$ cat config.mk
export PLATFORM = sky130hd
export DESIGN_NAME = fc_layer_engine_flat
export DESIGN_NICKNAME = d
export VERILOG_FILES = /design/src/rtl/fc_pkg.sv /design/src/rtl/fc_layer_engine_if.sv /design/src/rtl/fc_mac_pipe.sv /design/src/rtl/fc_layer_engine.sv /design/src/flat_wrapper.sv
export SDC_FILE = /design/constraint.sdc
export NUM_CORES = 2
export LEC_CHECK = 0
export CAP_MARGIN = 20
export CORE_ASPECT_RATIO = 2
export CORE_MARGIN = 2
export CORE_UTILIZATION = 40
export CTS_BUF_LIST = sky130_fd_sc_hd__clkbuf_16
export DETAILED_ROUTE_END_ITERATION = 8
export PLACE_DENSITY = 0.58
export SLEW_MARGIN = 20
export SYNTH_ARGS = -nofsm -noshare
export SYNTH_HDL_FRONTEND = slang
export SYNTH_SLANG_ARGS = --single-unit
export TNS_END_PERCENT = 20
$ cat constraint.sdc
create_clock -name clk -period 8.6 [get_ports clk]
set_input_delay 1.72 -clock clk [delete_from_list [all_inputs] [get_ports clk]]
set_output_delay 1.72 -clock clk [all_outputs]
set_load 0.1 [all_outputs]
$ cat src/rtl/fc_pkg.sv
// Shared constants, FSM state type and output rounding/saturation for the
// fully-connected layer engine.
package fc_pkg;

  localparam int unsigned DW    = 20;
  localparam int unsigned FRAC  = 16;
  localparam int unsigned ACC_W = 48;
  localparam int unsigned AW    = 12;
  localparam int unsigned WAW   = 16;

  localparam logic [2:0] CSEL_L5 = 3'b101;
  localparam logic [2:0] CSEL_L6 = 3'b110;

  typedef enum logic [2:0] {
    StIdle,
    StBias,
    StMac,
    StDrain,
    StWrite,
    StDone
  } fc_state_e;

  // Accumulator holds 2*FRAC fractional bits; bring back to FRAC, round half up,
  // then clamp to the signed DW range.
  function automatic logic [DW-1:0] round_sat(input logic signed [ACC_W-1:0] acc);
    logic signed [ACC_W-1:0] rnd;
    logic [DW-1:0]           res;
    rnd = acc >>> FRAC;
    rnd = rnd + $signed({{(ACC_W-1){1'b0}}, acc[FRAC-1]});
    if (!rnd[ACC_W-1] && (|rnd[ACC_W-2:DW-1])) begin
      res = {1'b0, {(DW-1){1'b1}}};
    end else if (rnd[ACC_W-1] && !(&rnd[ACC_W-2:DW-1])) begin
      res = {1'b1, {(DW-1){1'b0}}};
    end else begin
      res = rnd[DW-1:0];
    end
    return res;
  endfunction

endpackage

$ cat src/rtl/fc_layer_engine_if.sv
// Control handshake plus layer-memory and weight-ROM port of the FC engine.
// slave: engine side; master: environment (memories, sequencer).
interface fc_layer_engine_if;
  import fc_pkg::*;

  logic           start;
  logic           busy;
  logic           done;
  logic           crd;
  logic [AW-1:0]  caddr_rd;
  logic [DW-1:0]  cdata_rd;
  logic [WAW-1:0] waddr;
  logic [DW-1:0]  wdata;
  logic           cwr;
  logic [2:0]     csel;
  logic [AW-1:0]  caddr_wr;
  logic [DW-1:0]  cdata_wr;

  modport master (
    output start, cdata_rd, wdata,
    input  busy, done, crd, caddr_rd, waddr, cwr, csel, caddr_wr, cdata_wr
  );

  modport slave (
    input  start, cdata_rd, wdata,
    output busy, done, crd, caddr_rd, waddr, cwr, csel, caddr_wr, cdata_wr
  );

endinterface

$ cat src/rtl/fc_mac_pipe.sv
// Registered signed multiplier feeding a wide accumulator; the accumulator is
// loaded with bias << FRAC at the start of each neuron.
module fc_mac_pipe
  import fc_pkg::*;
(
  input  logic                    clk,
  input  logic                    reset,
  input  logic                    clear,
  input  logic                    load,
  input  logic                    mul_en,
  input  logic signed [DW-1:0]    a,
  input  logic signed [DW-1:0]    b,
  input  logic signed [DW-1:0]    bias,
  output logic signed [ACC_W-1:0] acc
);

  logic signed [2*DW-1:0]  prod_q;
  logic                    prod_vld_q;
  logic signed [ACC_W-1:0] acc_q;

  always_ff @(posedge clk or posedge reset) begin
    if (reset) begin
      prod_q     <= '0;
      prod_vld_q <= 1'b0;
      acc_q      <= '0;
    end else if (clear) begin
      prod_q     <= '0;
      prod_vld_q <= 1'b0;
      acc_q      <= '0;
    end else begin
      prod_vld_q <= mul_en;
      if (mul_en) begin
        prod_q <= (2*DW)'(a) * (2*DW)'(b);
      end
      if (load) begin
        acc_q <= {{(ACC_W-DW-FRAC){bias[DW-1]}}, bias, {FRAC{1'b0}}};
      end else if (prod_vld_q) begin
        acc_q <= acc_q + {{(ACC_W-2*DW){prod_q[2*DW-1]}}, prod_q};
      end
    end
  end

  assign acc = acc_q;

endmodule

$ cat src/rtl/fc_layer_engine.sv
// Fully-connected layer: bias + dot product per neuron over layer 5, result to layer 6.
// Define FC_RELU_EN to clamp negative results to zero.
module fc_layer_engine
  import fc_pkg::*;
#(
  parameter int unsigned N_IN  = 2048,
  parameter int unsigned N_OUT = 10
) (
  input  logic              clk,
  input  logic              reset,
  fc_layer_engine_if.slave  bus
);

  localparam logic [AW-1:0]  LastI    = AW'(N_IN - 1);
  localparam logic [AW-1:0]  LastO    = AW'(N_OUT - 1);
  localparam logic [WAW-1:0] BiasOff  = WAW'(N_IN);
  localparam logic [WAW-1:0] WStride  = WAW'(N_IN + 1);

  fc_state_e      state_q, state_d;
  logic [AW-1:0]  i_q, i_d;
  logic [AW-1:0]  o_q, o_d;
  logic [WAW-1:0] wbase_q, wbase_d;
  logic           bias_vld_q;
  logic           mul_en_q;
  logic           clear;

  logic signed [ACC_W-1:0] acc;
  logic [DW-1:0]           res_sat;
  logic [DW-1:0]           result;

  // Both read ports return data one cycle after the address, so the bias lands
  // in the first MAC cycle and each data/weight pair one cycle after its issue.
  always_ff @(posedge clk or posedge reset) begin
    if (reset) begin
      state_q    <= StIdle;
      i_q        <= '0;
      o_q        <= '0;
      wbase_q    <= '0;
      bias_vld_q <= 1'b0;
      mul_en_q   <= 1'b0;
    end else begin
      state_q    <= state_d;
      i_q        <= i_d;
      o_q        <= o_d;
      wbase_q    <= wbase_d;
      bias_vld_q <= (state_q == StBias);
      mul_en_q   <= (state_q == StMac);
    end
  end

  fc_mac_pipe u_mac (
    .clk    (clk),
    .reset  (reset),
    .clear  (clear),
    .load   (bias_vld_q),
    .mul_en (mul_en_q),
    .a      (bus.cdata_rd),
    .b      (bus.wdata),
    .bias   (bus.wdata),
    .acc    (acc)
  );

  assign res_sat = round_sat(acc);

`ifdef FC_RELU_EN
  assign result = res_sat[DW-1] ? '0 : res_sat;
`else
  assign result = res_sat;
`endif

  always_comb begin
    state_d      = state_q;
    i_d          = i_q;
    o_d          = o_q;
    wbase_d      = wbase_q;
    clear        = 1'b0;
    bus.busy     = (state_q != StIdle);
    bus.done     = 1'b0;
    bus.crd      = 1'b0;
    bus.caddr_rd = '0;
    bus.waddr    = '0;
    bus.cwr      = 1'b0;
    bus.csel     = 3'b000;
    bus.caddr_wr = '0;
    bus.cdata_wr = '0;

    unique case (state_q)
      StIdle: begin
        if (bus.start) begin
          state_d = StBias;
          i_d     = '0;
          o_d     = '0;
          wbase_d = '0;
          clear   = 1'b1;
        end
      end
      StBias: begin
        bus.waddr = wbase_q + BiasOff;
        state_d   = StMac;
      end
      StMac: begin
        bus.crd      = 1'b1;
        bus.csel     = CSEL_L5;
        bus.caddr_rd = i_q;
        bus.waddr    = wbase_q + WAW'(i_q);
        if (i_q == LastI) begin
          i_d     = '0;
          state_d = StDrain;
        end else begin
          i_d = i_q + AW'(1);
        end
      end
      StDrain: begin
        // Two cycles: data-return stage then product stage reach the accumulator.
        if (i_q == AW'(1)) begin
          i_d     = '0;
          state_d = StWrite;
        end else begin
          i_d = i_q + AW'(1);
        end
      end
      StWrite: begin
        bus.cwr      = 1'b1;
        bus.csel     = CSEL_L6;
        bus.caddr_wr = o_q;
        bus.cdata_wr = result;
        if (o_q == LastO) begin
          state_d = StDone;
        end else begin
          o_d     = o_q + AW'(1);
          wbase_d = wbase_q + WStride;
          state_d = StBias;
        end
      end
      StDone: begin
        bus.done = 1'b1;
        state_d  = StIdle;
      end
      default: state_d = StIdle;
    endcase
  end

endmodule

$ cat src/flat_wrapper.sv
// flat-port wrapper written by rule: the top's interface ports become plain ports
module fc_layer_engine_flat import fc_pkg::*;
#(
  parameter int unsigned N_IN  = 2048,
  parameter int unsigned N_OUT = 10
)
  (clk, reset, bus_start, bus_cdata_rd, bus_wdata, bus_busy, bus_done, bus_crd, bus_caddr_rd, bus_waddr, bus_cwr, bus_csel, bus_caddr_wr, bus_cdata_wr);
  fc_layer_engine_if bus_i ();
  input  logic clk;
  input  logic reset;
  input wire logic [$bits(bus_i.start)-1:0] bus_start;
  input wire logic [$bits(bus_i.cdata_rd)-1:0] bus_cdata_rd;
  input wire logic [$bits(bus_i.wdata)-1:0] bus_wdata;
  output wire logic [$bits(bus_i.busy)-1:0] bus_busy;
  output wire logic [$bits(bus_i.done)-1:0] bus_done;
  output wire logic [$bits(bus_i.crd)-1:0] bus_crd;
  output wire logic [$bits(bus_i.caddr_rd)-1:0] bus_caddr_rd;
  output wire logic [$bits(bus_i.waddr)-1:0] bus_waddr;
  output wire logic [$bits(bus_i.cwr)-1:0] bus_cwr;
  output wire logic [$bits(bus_i.csel)-1:0] bus_csel;
  output wire logic [$bits(bus_i.caddr_wr)-1:0] bus_caddr_wr;
  output wire logic [$bits(bus_i.cdata_wr)-1:0] bus_cdata_wr;
  assign bus_i.start = bus_start;
  assign bus_i.cdata_rd = bus_cdata_rd;
  assign bus_i.wdata = bus_wdata;
  assign bus_busy = bus_i.busy;
  assign bus_done = bus_i.done;
  assign bus_crd = bus_i.crd;
  assign bus_caddr_rd = bus_i.caddr_rd;
  assign bus_waddr = bus_i.waddr;
  assign bus_cwr = bus_i.cwr;
  assign bus_csel = bus_i.csel;
  assign bus_caddr_wr = bus_i.caddr_wr;
  assign bus_cdata_wr = bus_i.cdata_wr;
  fc_layer_engine #(.N_IN(N_IN), .N_OUT(N_OUT)) u_core (.clk(clk), .reset(reset), .bus(bus_i));
endmodule
==> results_slide.txt <==
Physical Implementation Snapshot

Final layout
  – Number of non-clock buffers: approximately 340
  – Antenna Diode Count: 0
  – Net count, final: about 3800
  – Sequential cell area: ~3400 um^2
  – Non-clock buffer share of cell area: between 10% and 20%
  – Max reg flops: around 48
  – Logic cell area: between 20000 and 25000 um^2

Floorplanning
  – Number of primary I/O pins: 110
  – Number of rows in the core area: ~130
  – Starting utilization of the core area: roughly two fifths

Clock tree
  – CTS Hold Bufs: 0
  – Post_cts resized: 5

Synthesis
  – Fraction of synthesis flops using an asynchronous set or reset pin: 100.0%
  – Multiplexer share: approximately 1.5%
  – Number of cell instances after yosys synthesis: between 2000 and 3000
  – Yosys warning total: 0
  – Distinct cell type count of the synthesized netlist: just under 90

Setup path
  – Cell count along the critical path: 27
  – Master of the slowest instance on the critical path: sky130_fd_sc_hd__fa_1
  – Largest stage delay, worst path: 0.55 ns

Placement
  – Post-placement cell count: roughly 3900

Status
  – Status: finished clean

STA
  – Max-slew violation count: 0

Global routing
  – Via count of the first global-routing pass: roughly 23000
worst min path at each step:
stage / endpoint / cells past startpoint / slack, ns / start
detailed placement: u_core.u_mac.acc[10] / 2 / 0.48 / u_core.u_mac.acc[10]
CTS: u_core.u_mac.acc[10] / 2 / 0.49 / u_core.u_mac.acc[10]
global placement: u_core.u_mac.acc[10] / 2 / 0.46 / u_core.u_mac.acc[10]
global route: u_core.u_mac.acc[11] / 1 / 0.54 / u_core.u_mac.acc[11]
finish: u_core.u_mac.acc[10] / 2 / 0.49 / u_core.u_mac.acc[10]
floorplan: u_core.u_mac.acc[10] / 2 / 0.45 / u_core.u_mac.acc[10]
metal layers:
metal  up-vias  GRT usage (%)  wire (um)
met4         0          11.59       3877
met3       195          1.426       1797
li1       9805              -          -
met1     10580          23.66      26820
met2       491          45.32      41040
met5         -              0          0
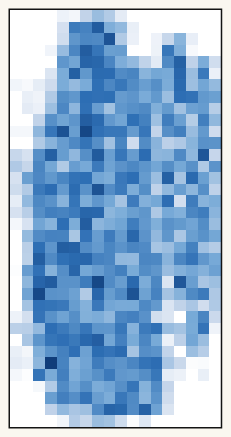
(cell area per tile)
The die is cut into 18 by 36 equal tiles; white is low, dark blue is high, 0 to 100% covered.
mean over tiles: 44%
tiles over 75% full: 8.3%
fullest tile: 95%
nearly empty tiles: 15%

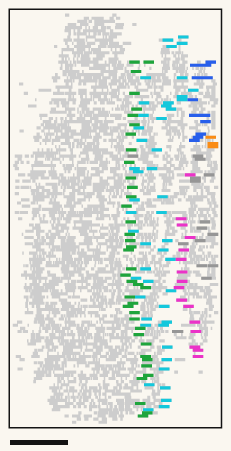
(sequential cells colored by netlist name)
The bar under the picture is 50 um long. Other sequential cells in the stronger gray, the rest of the logic in the fainter gray.
[u_core.state_q] orange | flops: 3
[u_core.o_q] blue | flops: 12 | where: north-east
[u_core.u_mac.acc] cyan | flops: 48 | where: a vertical strip on the right
[u_core.u_mac.prod_q] green | flops: 40 | where: a vertical strip down the middle
[u_core.wbase_q] magenta | flops: 16
not colored: 15

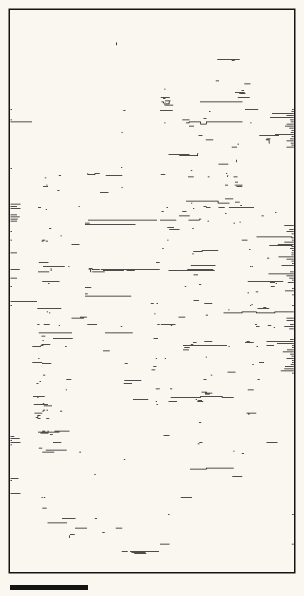
(met3 routing)
The bar under the picture is 50 um long.
share of all routed wire: 2.4%
main direction: horizontal

